## config.mk

```make
export PLATFORM = sky130hd
export DESIGN_NAME = shift_seq_ctrl
export DESIGN_NICKNAME = d
export VERILOG_FILES = /design/src/rtl/shift_seq_pkg.sv /design/src/rtl/shift_reg_piso.sv /design/src/rtl/shift_seq_ctrl.sv
export SDC_FILE = /design/constraint.sdc
export NUM_CORES = 1
export LEC_CHECK = 0
export CORE_ASPECT_RATIO = 0.75
export CORE_UTILIZATION = 30
export CTS_CLUSTER_SIZE = 28
export DETAILED_ROUTE_END_ITERATION = 12
export DONT_BUFFER_PORTS = 1
export REMOVE_ABC_BUFFERS = 1
export SYNTH_ARGS = -nofsm -noshare
export SYNTH_HDL_FRONTEND = slang
export SYNTH_SLANG_ARGS = --single-unit
export TNS_END_PERCENT = 30
```

## constraint.sdc

```tcl
create_clock -name clk -period 2.3 [get_ports clk]
set_clock_uncertainty 0.2 [all_clocks]
set_input_delay 0.345 -clock clk [delete_from_list [all_inputs] [get_ports clk]]
set_output_delay 0.345 -clock clk [all_outputs]
set_load 0.005 [all_outputs]
```

## src/rtl/shift_seq_pkg.sv

```systemverilog
// Shared types and constants for the serializer controller.
package shift_seq_pkg;

   // Supported word lengths.
   localparam int unsigned WidthMin = 1;
   localparam int unsigned WidthMax = 32;

   typedef enum logic [1:0] {
      StIdle  = 2'd0,
      StShift = 2'd1,
      StDone  = 2'd2
   } state_e;

   // Bit counter width: max(1, clog2(width)).
   function automatic int unsigned cnt_width(input int unsigned w);
      return (w > 1) ? $clog2(w) : 1;
   endfunction

endpackage

```

## src/rtl/shift_reg_piso.sv

```systemverilog
// Parallel-in serial-out shift register; load wins over shift.
module shift_reg_piso #(
   parameter int unsigned WIDTH     = 8,
   parameter bit          MSB_FIRST = 1'b1
) (
   input  logic             clk,
   input  logic             rst,
   input  logic             load,
   input  logic             shift,
   input  logic [WIDTH-1:0] d,
   output logic             q_out
);

   logic [WIDTH-1:0] reg_q, reg_d;

   // Next-state: capture a word or move one bit toward the output end, filling with 0.
   always_comb begin
      reg_d = reg_q;
      if (load) begin
         reg_d = d;
      end else if (shift) begin
         reg_d = MSB_FIRST ? (reg_q << 1) : (reg_q >> 1);
      end
   end

   // Register with asynchronous active-low clear.
   always_ff @(posedge clk or negedge rst) begin
      if (!rst) begin
         reg_q <= '0;
      end else begin
         reg_q <= reg_d;
      end
   end

   assign q_out = MSB_FIRST ? reg_q[WIDTH-1] : reg_q[0];

endmodule

```

## src/rtl/shift_seq_ctrl.sv

```systemverilog
// Serializer controller: valid/ready word intake, per-tick bit advance, done pulse.
// WIDTH must lie within WidthMin..WidthMax.
module shift_seq_ctrl
   import shift_seq_pkg::*;
#(
   parameter int unsigned WIDTH     = 8,
   parameter bit          MSB_FIRST = 1'b1
) (
   input  logic             clk,
   input  logic             rst,
   input  logic             in_valid,
   output logic             in_ready,
   input  logic [WIDTH-1:0] in_data,
   input  logic             shift_en,
   output logic             sout,
   output logic             sout_valid,
   output logic             busy,
   output logic             done
);

   localparam int unsigned     CntW    = cnt_width(WIDTH);
   localparam logic [CntW-1:0] CntLast = CntW'(WIDTH - 1);

   state_e          state_q, state_d;
   logic [CntW-1:0] cnt_q, cnt_d;
   logic            load;
   logic            shift;
   logic            q_out;

   // Next-state, counter and datapath strobes.
   always_comb begin
      state_d = state_q;
      cnt_d   = cnt_q;
      load    = 1'b0;
      shift   = 1'b0;
      unique case (state_q)
         StIdle: begin
            if (in_valid) begin
               load    = 1'b1;
               cnt_d   = '0;
               state_d = StShift;
            end
         end
         StShift: begin
            if (shift_en) begin
               // Last bit consumed: leave the register untouched.
               if (cnt_q == CntLast) begin
                  state_d = StDone;
               end else begin
                  shift = 1'b1;
                  cnt_d = cnt_q + CntW'(1);
               end
            end
         end
         StDone: begin
            state_d = StIdle;
         end
         default: begin
            state_d = StIdle;
         end
      endcase
   end

   // State and counter registers.
   always_ff @(posedge clk or negedge rst) begin
      if (!rst) begin
         state_q <= StIdle;
         cnt_q   <= '0;
      end else begin
         state_q <= state_d;
         cnt_q   <= cnt_d;
      end
   end

   shift_reg_piso #(
      .WIDTH    (WIDTH),
      .MSB_FIRST(MSB_FIRST)
   ) u_piso (
      .clk  (clk),
      .rst  (rst),
      .load (load),
      .shift(shift),
      .d    (in_data),
      .q_out(q_out)
   );

   // Outputs decode state only; sout is masked to 0 outside SHIFT.
   always_comb begin
      in_ready   = (state_q == StIdle);
      busy       = (state_q != StIdle);
      sout_valid = (state_q == StShift);
      done       = (state_q == StDone);
      sout       = sout_valid & q_out;
   end

endmodule

```

==> images/congestion.png <==
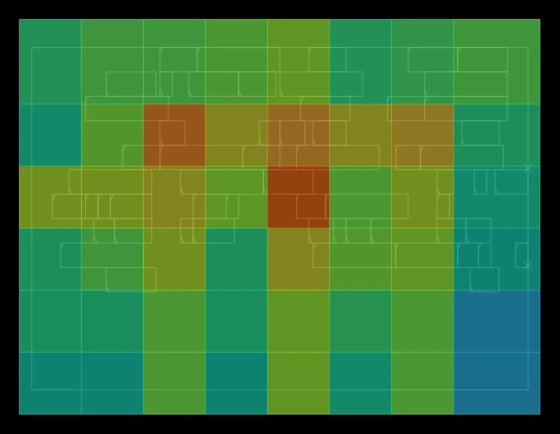
Final Util: 36.7%
wire per inst: 13.6 um
Top Usage Layer GRT: met2

==> images/placement_by_type.png <==
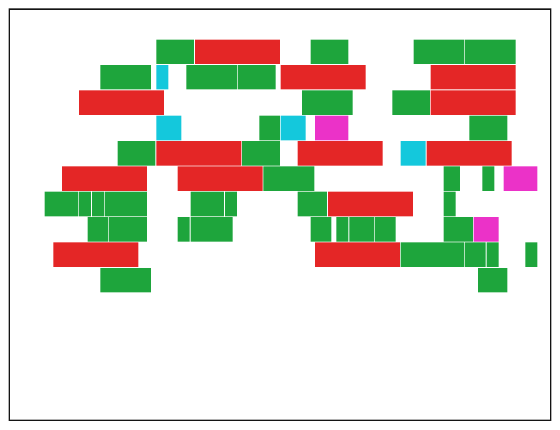
color	class	cells	share of their area
cyan	clock drivers and dummy loads	4	3.5%
red	sequential cells	13	44%
green	combinational and other logic	39	49%
magenta	remaining buffers and delay cells	3	3.7%

==> images/wires.png <==
The bar under the picture is 20 um long.
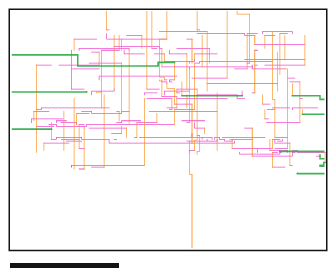
color	layer	wire length
orange	metal 2	465 um
magenta	metal 1	571 um
green	metal 3	91.0 um

==> flow_summary_export.csv <==
group,metric,value,unit
run_status,status,"finished, violations left",
run_status,violations,"design-rule violations",
worst_setup_path,worst-path-stages,6,
pwr,p_leak,0.373,nW
drt,drt-met1-wl,570,um
synthesis,yosys_warnings,0,
pwr,switchingPower,0.301,mW
synthesis,ys_sh_aoi,3.20,%
die,dieArea,2540,um2
clock_network,cts-root-buf,"clkbuf_4",
clock_network,h-tree-depth,1,
worst_setup_path,path_cells,"ha_1 > ha_1 > nand3b_1 > a21oi_2 > buf_4 > mux2_1",
drt,dr.max_layer_used,"met3",
pwr,p_clk,0.135,mW
drt,drc,2,
worst_setup_path,reg2reg_depth,6,
synthesis,seq_area_frac_synth,46.3,%
synthesis,edf_count,0,
worst_setup_path,startpoint,"cnt_q[0]",
worst_setup_path,cp-endpoint,"cnt_q[0]",
pwr,top_power_group,"combinational cells",
finish,comb_area,348,um2
finish,area.growth.synth_to_final,9.79,%
clock_network,post_cts_buffers,0,
synthesis,topCellsByArea,"dfrtp_1 46%, mux2_4 15%, mux2_1 13%",
synthesis,ys_top_logic_family,"multiplexers",
timing,maxSlewViolCount,0,
synthesis,ys_chip_area,703,um2
flow_run,drv_cap,0,
finish,lay_top_count,"dfrtp_1",
timing,fmax,499,MHz
grt,grt_pass1_vias,422,
grt,grt.met1_usage,13.9,%
min_path,min_path_type,"primary input to flop",
place,place.gp.congestion,0.642,
worst_setup_path,rr_endpoint,"cnt_q[0]",
worst_setup_path,crit_buf_inv,1,
worst_setup_path,critical-path-top-delay-family,"adder cells",
worst_setup_path,crit_fanout,11,
drt,initialDrtViolationCount,7,
finish,largest_class,"combinational gates",
pwr,p_per_area,1230,nW/um2
synthesis,ys_sh_mux,30.6,%
pwr,pg_seq,0.388,mW
die,die_h,43.9,um
die,die_w,57.9,um
clock_network,clockBufferDepth,2,
timing,holdWs,28.5,ps
worst_setup_path,setup.reg_to_reg.worst_slack,290,ps
finish,n_sequential_cell,13,
drt,num_vias,384,
timing,final.min_clock_period,2010,ps
drt,wl_met3,91,um
grt,overflow,0,
clock_network,clk_latency,270,ps
finish,layout.cells.non_filler,83,
drt,wirelength,1.13,mm
pwr,p_sw_share,31.7,%
clock_network,cts_num_sinks,13,
grt,met3_usage,8.06,%
synthesis,common_cells,"13 x dfrtp_1, 8 x mux2_1, 7 x mux2_4",
timing,fin_ws,295,ps
pwr,p_int,0.647,mW
timing,setup_viol,0,
finish,comb_share,45.1,%
pwr,seqPwrFrac,41.0,%
synthesis,ys.flops,13,
timing,rsz0062_at_grt,"false",
timing,final.setup.tns,0,ps
die,rows,14,
place,dp_hpwl,844,um
pwr,peakVddDrop,0.322,mV
Power figures rest on the tool's default switching activity, not on a simulated workload.
